Fig. 1: run 1, zoomed window
The bar under the picture is 10 um long. Window x 24 to 64, y 6 to 46 um. Cells in gray, sequential cells in the stronger gray; small squares are vias.
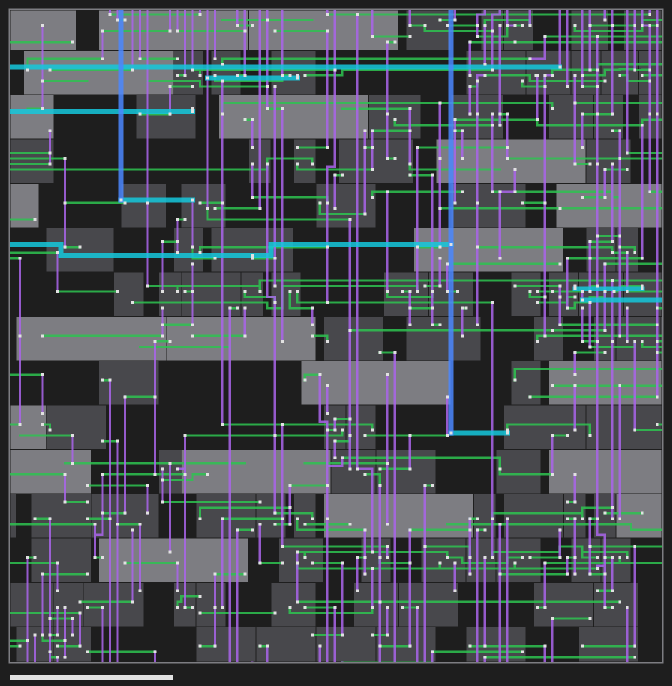
Fig. 2: run 1, routing congestion map
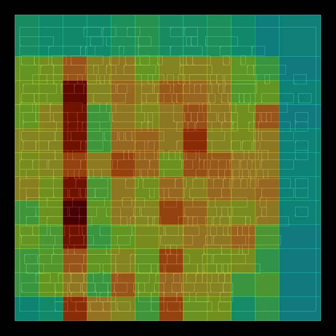
Fig. 3: run 1, signal wires on met1
The bar under the picture is 20 um long. Supply wires on this layer in gray. Cells faint in the background.
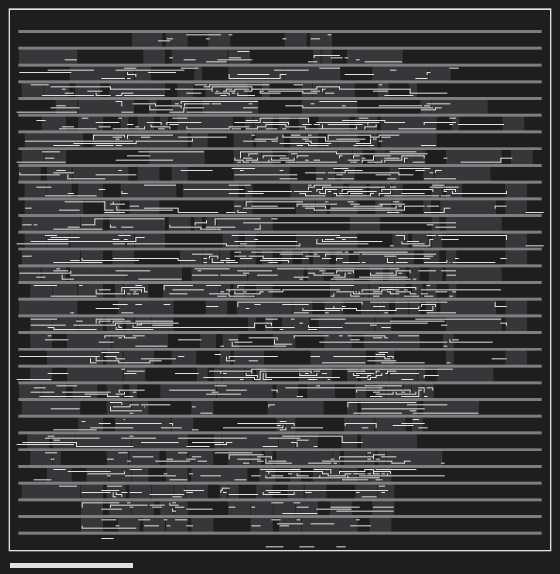
==> config.mk <==
export PLATFORM = sky130hd
export DESIGN_NAME = lr35902_oam_dma
export DESIGN_NICKNAME = d
export VERILOG_FILES = /design/src/rtl/lr35902_oam_dma.sv
export SDC_FILE = /design/constraint.sdc
export NUM_CORES = 1
export LEC_CHECK = 0
export CORE_UTILIZATION = 41
export DETAILED_ROUTE_END_ITERATION = 8
export GPL_TIMING_DRIVEN = 0
export PLACE_DENSITY_LB_ADDON = 0.25
export SYNTH_ARGS = -nofsm -noshare
export SYNTH_HDL_FRONTEND = slang
export SYNTH_SLANG_ARGS = --single-unit
==> constraint.sdc <==
create_clock -name clk -period 2.8 [get_ports clk]
set_input_delay 0.28 -clock clk [delete_from_list [all_inputs] [get_ports clk]]
set_output_delay 0.28 -clock clk [all_outputs]
set_load 0.02 [all_outputs]
==> src/rtl/lr35902_oam_dma.sv <==
// LR35902 OAM DMA: an FF46 write edge starts a 160-byte copy from page XX00-XX9F into OAM.
// Optional LR35902_OAM_DMA_ECHO_EN maps source pages E0-FF down onto C0-DF (echo RAM).
module lr35902_oam_dma #(
   parameter int CYCLES_PER_BYTE = 4,
   parameter int STARTUP_CYCLES  = 4
) (
   input  logic        clk,
   input  logic        reset,
   input  logic [15:0] cpu_adr,
   input  logic        cpu_write,
   input  logic [7:0]  cpu_dout,
   output logic [7:0]  reg_dout,
   input  logic [7:0]  din,
   output logic        dma_active,
   output logic [15:0] dma_adr,
   output logic        dma_read,
   output logic [7:0]  oam_adr,
   output logic [7:0]  oam_din,
   output logic        oam_write
);

   localparam int SLOT_W  = $clog2(CYCLES_PER_BYTE);
   localparam int START_W = $clog2(STARTUP_CYCLES + 1);
   localparam logic [SLOT_W-1:0]  SLOT_LAST  = SLOT_W'(CYCLES_PER_BYTE - 1);
   localparam logic [START_W-1:0] START_LAST = START_W'(STARTUP_CYCLES - 1);
   localparam logic [7:0]         LAST_IDX   = 8'd159;

   typedef enum logic [1:0] {
      ST_IDLE  = 2'd0,
      ST_START = 2'd1,
      ST_XFER  = 2'd2,
      ST_FLUSH = 2'd3
   } state_t;

   function automatic logic [7:0] page_map(input logic [7:0] base);
`ifdef LR35902_OAM_DMA_ECHO_EN
      if (base >= 8'hE0) begin
         page_map = base - 8'h20;
      end else begin
         page_map = base;
      end
`else
      page_map = base;
`endif
   endfunction

   state_t               state_r;
   logic                 prev_write_r;
   logic [7:0]           base_r;
   logic [7:0]           idx_r;
   logic [SLOT_W-1:0]    slot_cnt_r;
   logic [START_W-1:0]   start_cnt_r;
   logic                 start_s;
   logic [7:0]           src_page_s;

   assign start_s    = cpu_write && !prev_write_r && (cpu_adr == 16'hFF46);
   assign src_page_s = page_map(base_r);

   // Transfer FSM; oam_din doubles as the byte buffer captured at each slot end.
   always_ff @(posedge clk or posedge reset) begin
      if (reset) begin
         state_r      <= ST_IDLE;
         prev_write_r <= 1'b0;
         base_r       <= 8'h00;
         idx_r        <= 8'h00;
         slot_cnt_r   <= '0;
         start_cnt_r  <= '0;
         reg_dout     <= 8'hFF;
         dma_active   <= 1'b0;
         dma_read     <= 1'b0;
         dma_adr      <= 16'h0000;
         oam_write    <= 1'b0;
         oam_adr      <= 8'h00;
         oam_din      <= 8'h00;
      end else begin
         prev_write_r <= cpu_write;
         oam_write    <= 1'b0;
         if (start_s) begin
            // A new write edge always wins, discarding any buffered byte.
            base_r      <= cpu_dout;
            reg_dout    <= cpu_dout;
            state_r     <= ST_START;
            start_cnt_r <= '0;
            slot_cnt_r  <= '0;
            idx_r       <= 8'h00;
            dma_active  <= 1'b1;
            dma_read    <= 1'b0;
            dma_adr     <= 16'h0000;
            oam_adr     <= 8'h00;
            oam_din     <= 8'h00;
         end else begin
            case (state_r)
               ST_IDLE: begin
                  dma_active <= 1'b0;
                  dma_read   <= 1'b0;
               end
               ST_START: begin
                  if (start_cnt_r == START_LAST) begin
                     state_r    <= ST_XFER;
                     dma_read   <= 1'b1;
                     dma_adr    <= {src_page_s, 8'h00};
                     slot_cnt_r <= '0;
                     idx_r      <= 8'h00;
                  end else begin
                     start_cnt_r <= start_cnt_r + START_W'(1);
                  end
               end
               ST_XFER: begin
                  if (slot_cnt_r == SLOT_LAST) begin
                     slot_cnt_r <= '0;
                     oam_write  <= 1'b1;
                     oam_adr    <= idx_r;
                     oam_din    <= din;
                     if (idx_r == LAST_IDX) begin
                        state_r  <= ST_FLUSH;
                        dma_read <= 1'b0;
                        dma_adr  <= 16'h0000;
                     end else begin
                        idx_r   <= idx_r + 8'd1;
                        dma_adr <= {src_page_s, idx_r + 8'd1};
                     end
                  end else begin
                     slot_cnt_r <= slot_cnt_r + SLOT_W'(1);
                  end
               end
               ST_FLUSH: begin
                  if (slot_cnt_r == SLOT_LAST) begin
                     state_r    <= ST_IDLE;
                     dma_active <= 1'b0;
                     idx_r      <= 8'h00;
                     oam_adr    <= 8'h00;
                     oam_din    <= 8'h00;
                  end else begin
                     slot_cnt_r <= slot_cnt_r + SLOT_W'(1);
                  end
               end
               default: begin
                  state_r    <= ST_IDLE;
                  dma_active <= 1'b0;
                  dma_read   <= 1'b0;
               end
            endcase
         end
      end
   end

endmodule

==> impl_metrics.yaml, run 1 <==
# implementation run metrics
status:
  status: "complete, no violations"
final_layout:
  final_cell_mix: "77 x clkdlybuf4s50_1, 59 x dfrtp_1, 35 x nor2_1"
  comb_share_pct: 29.6
  seqAreaFraction_pct: 40.9
  buffer_area_share_pct: 21.7
grt:
  grt_pass1_wl_mm: 12.0
  overflow: 0
  grt_max_degree: 37
critical_path:
  reg2reg_depth: 6
  cp-start-kind: "flop"
  critPathTopFamily: "AND-OR/OR-AND gates"
  r2r_end: "idx_r[4]"
  reg2reg_slack_ns: 0.80
timing:
  max_freq_mhz: 500
synth:
  yosysUniqueCellTypes: 42
clock_network:
  clock_latency_ns: 0.35
  hold_buffers: 0
pwr:
  switching_share_pct: 30.8
floorplan:
  core_area_mm2: 0.00694
placement:
  dpl-instance-area_mm2: 0.00393
-- Fig. 1 (at the start) --
layer	color
M1	green
M3	cyan
M4	blue
M2	purple
sequential cells in the window	16
netlist names of flops here include	oam_din (6), oam_adr (3), start_cnt_r (3)
cells with their middle in the window	112
most frequent	clkdlybuf4s50_1 (21), dfrtp_1 (16), nor2_1 (13)

-- Fig. 2 (at the start) --
met1 GRT Util: 27.0%
GRT busiest layer: met2

-- Fig. 3 (at the start) --
share of all routed wire	44%
longest straight run	34.5 um
nets with wire on the layer	357
main direction	horizontal
wire length on this layer	3150 um
routed wire length: 7.22 mm
vias: 2444

-- run 1: state kept, by name (all words and copies together), names as in the netlist --
signal,flops
oam_adr,8
start_cnt_r,3
dma_active,1
dma_adr,16
idx_r,8
slot_cnt_r,2
prev_write_r,1
base_r,8
oam_din,8
state_r,2
oam_write,1
reg_dout,8
dma_read,1
-- run 1: cell families after synthesis --
| family | after synthesis |
|---|---|
| mux | 18 |
| simple gates | 98 |
| buf+inv | 19 |
| fa+ha+maj | 4 |
| flops | 67 |
| compound gates | 63 |
| xor+xnor | 4 |
-- run 1: cells in the mapped netlist, types with 2 or more instances --
| cell type | count | area share [%] |
|---|---|---|
| o21ai_1 | 2 | 0.33 |
| nand4_1 | 2 | 0.41 |
| a22oi_1 | 12 | 3.0 |
| o21ai_0 | 6 | 0.99 |
| dfrtp_1 | 59 | 49 |
| ha_1 | 4 | 1.7 |
| a21oi_1 | 32 | 5.3 |
| nor2_1 | 35 | 4.3 |
| nand3_1 | 11 | 1.8 |
| nand2_1 | 12 | 1.5 |
| nand3b_1 | 3 | 0.75 |
| dfstp_2 | 8 | 7.0 |
| nor3b_1 | 15 | 3.7 |
| and2_1 | 2 | 0.41 |
| buf_2 | 7 | 1.2 |
| a211oi_1 | 2 | 0.50 |
| nor2b_1 | 2 | 0.41 |
| buf_4 | 5 | 1.2 |
| a32oi_1 | 2 | 0.58 |
| xnor2_1 | 3 | 0.87 |
| nor4b_1 | 2 | 0.58 |
| inv_1 | 3 | 0.37 |
| mux2i_1 | 2 | 0.66 |
| nor3_1 | 6 | 0.99 |
| o21a_1 | 2 | 0.50 |
| buf_6 | 2 | 0.75 |
| mux2_2 | 16 | 6.0 |
| clkbuf_1 | 2 | 0.25 |
Fig. 4: run 1, cells by drive strength
The bar under the picture is 20 um long.
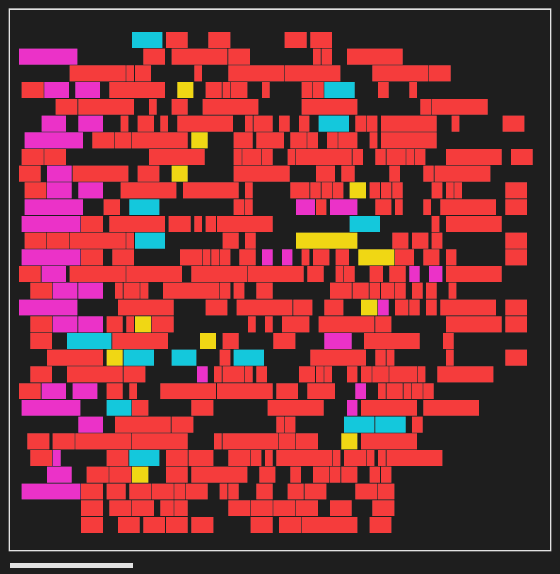

==> run 1 -> run 2 <==
==> constraint.sdc (replaced) <==
create_clock -name clk -period 1.7 [get_ports clk]
set_input_delay 0.17 -clock clk [delete_from_list [all_inputs] [get_ports clk]]
set_output_delay 0.17 -clock clk [all_outputs]
set_load 0.02 [all_outputs]
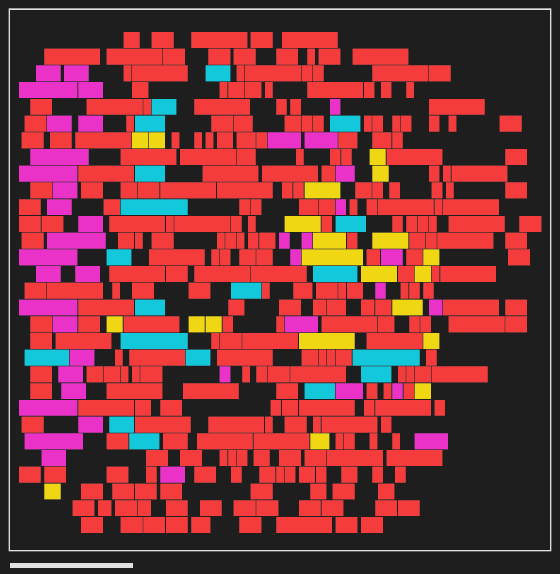
Fig. 5. Cells by drive strength (run 2).
The bar under the picture is 20 um long.
size	color	cells	share	most used
x1 and smaller	red	293	78%	clkdlybuf4s50_1
x2	magenta	41	11%	mux2_2
x6 and larger	cyan	19	5.1%	clkbuf_8
x3 and x4	yellow	21	5.6%	buf_4
fin area: 0.00433 mm^2
setup ws final: 0.0446 ns

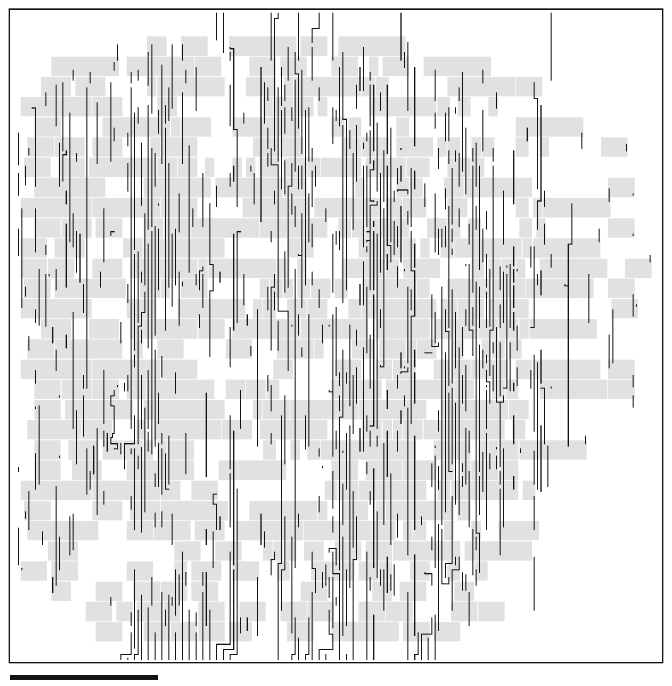
Fig. 6. Met2 routing (run 2).
The bar under the picture is 20 um long. Cells faint in the background.
share of all routed wire	49%
longest straight run	45.9 um
met2 usage: 33.7%
routed wire length: 7.50 mm

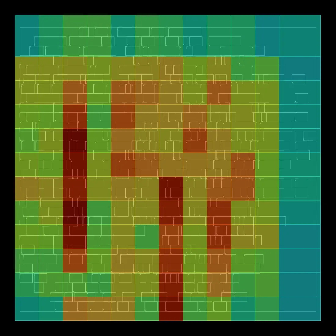
Fig. 7. Routing congestion map (run 2).
All-Layer GR Usage: 21.1%
WL/cell: 16.0 um
met1 GRT Util: 26.3%
GR Util met3: 6.41%
post-layout util: 62.3%

==> run 2 against run 1 <==
Net effect:
- design area grew 5.0%
- first-iteration DRC count shrank 23%
- routed wire length grew 3.9%
- global-route usage is essentially flat
- combinational power grew 66%
- sequential cell count is the same
- register-to-register slack lost 0.75 ns
- synthesized cell count is the same
- critical path type unchanged
- critical endpoint is now dma_adr[11]
- largest cell class unchanged
==> impl_metrics.yaml, run 2 <==
# implementation run metrics
grt:
  grt_max_degree: 41
  overflow: 0
  grt_pass1_wl_mm: 12.1
critical_path:
  reg2reg_slack_ns: 0.04
  r2r_end: "dma_adr[11]"
  reg2reg_depth: 6
  critPathTopFamily: "flip-flops"
  cp-start-kind: "flop"
synth:
  area_leaders: "dfrtp_1 49%, dfstp_2 7.0%, mux2_2 6.0%"
  top_cell: "dfrtp_1"
  yosysTopAreaCell: "dfrtp_1"
  yosysUniqueCellTypes: 42
final_layout:
  largest_reg_flops: 16
  regMostFlops: "dma_adr"
  final_cell_mix: "77 x clkdlybuf4s50_1, 59 x dfrtp_1, 35 x nor2_1"
clock_network:
  cts-buffers-inserted: 9
  hold_buffers: 0
  clock_latency_ns: 0.34
timing:
  setup_viol: 0
  max_freq_mhz: 604
floorplan:
  initial_core_util_pct: 43.5
  core_area_mm2: 0.00694
routing:
  via_count: 2512
status:
  status: "complete, no violations"
run 2: cell counts after synthesis:
No cell type changed its count.
run 2: layout make-up:
class                      instances  share of cell area, %
timing repair buffer              86                   20.1
sequential                        67                   39.0
buffer                            15                   2.43
clock inverter                     7                   2.69
inverter                           3                  0.347
multi-input combinational        187                   29.8
clock buffer                       9                   2.86
tap                               96                   2.78
run 2: timing repair:
item | CTS | global route
pin swaps | 2 | 3
setup endpoints to repair | 24 | 48
buffers inserted | 1 | 6
gates resized | 5 | 19
gates cloned | 0 | 1
run 2: layer usage:
layer	vias to the layer above	track usage (%)	wire length, um
met5	-	0	0
met4	0	9.69	148
met3	13	6.41	379
met2	71	33.7	3650
met1	1261	26.3	3320
li1	1167	-	-
run 2: worst max path at each step:
stage	slack, ns	cells after the start	startpoint	to
floorplan	0.07	6	start_cnt_r[0]	idx_r[2]
global placement	-0.21	6	start_cnt_r[0]	idx_r[3]
detailed placement	-0.25	6	start_cnt_r[0]	idx_r[2]
CTS	-0.05	6	slot_cnt_r[0]	dma_adr[5]
global route	-0.006	6	idx_r[1]	dma_adr[12]
finish	0.04	6	idx_r[1]	dma_adr[11]
run 2: cell families after synthesis:
logic type	count (synthesis)
buffers and inverters	19
multiplexers	18
adder cells (fa/ha/maj)	4
XOR/XNOR	4
AND-OR/OR-AND	63
flip-flops	67
AND/OR/NAND/NOR	98
run 2: report_power, final:
part | switching [mW] | leakage (nW) | total [mW] | internal (mW)
logic | 0.455 | 0.874 | 0.934 | 0.479
clock network | 0.639 | 0.119 | 1.61 | 0.971
registers | 0.194 | 0.828 | 1.98 | 1.79
No activity file was given, so power comes from the tool's default toggle rates.
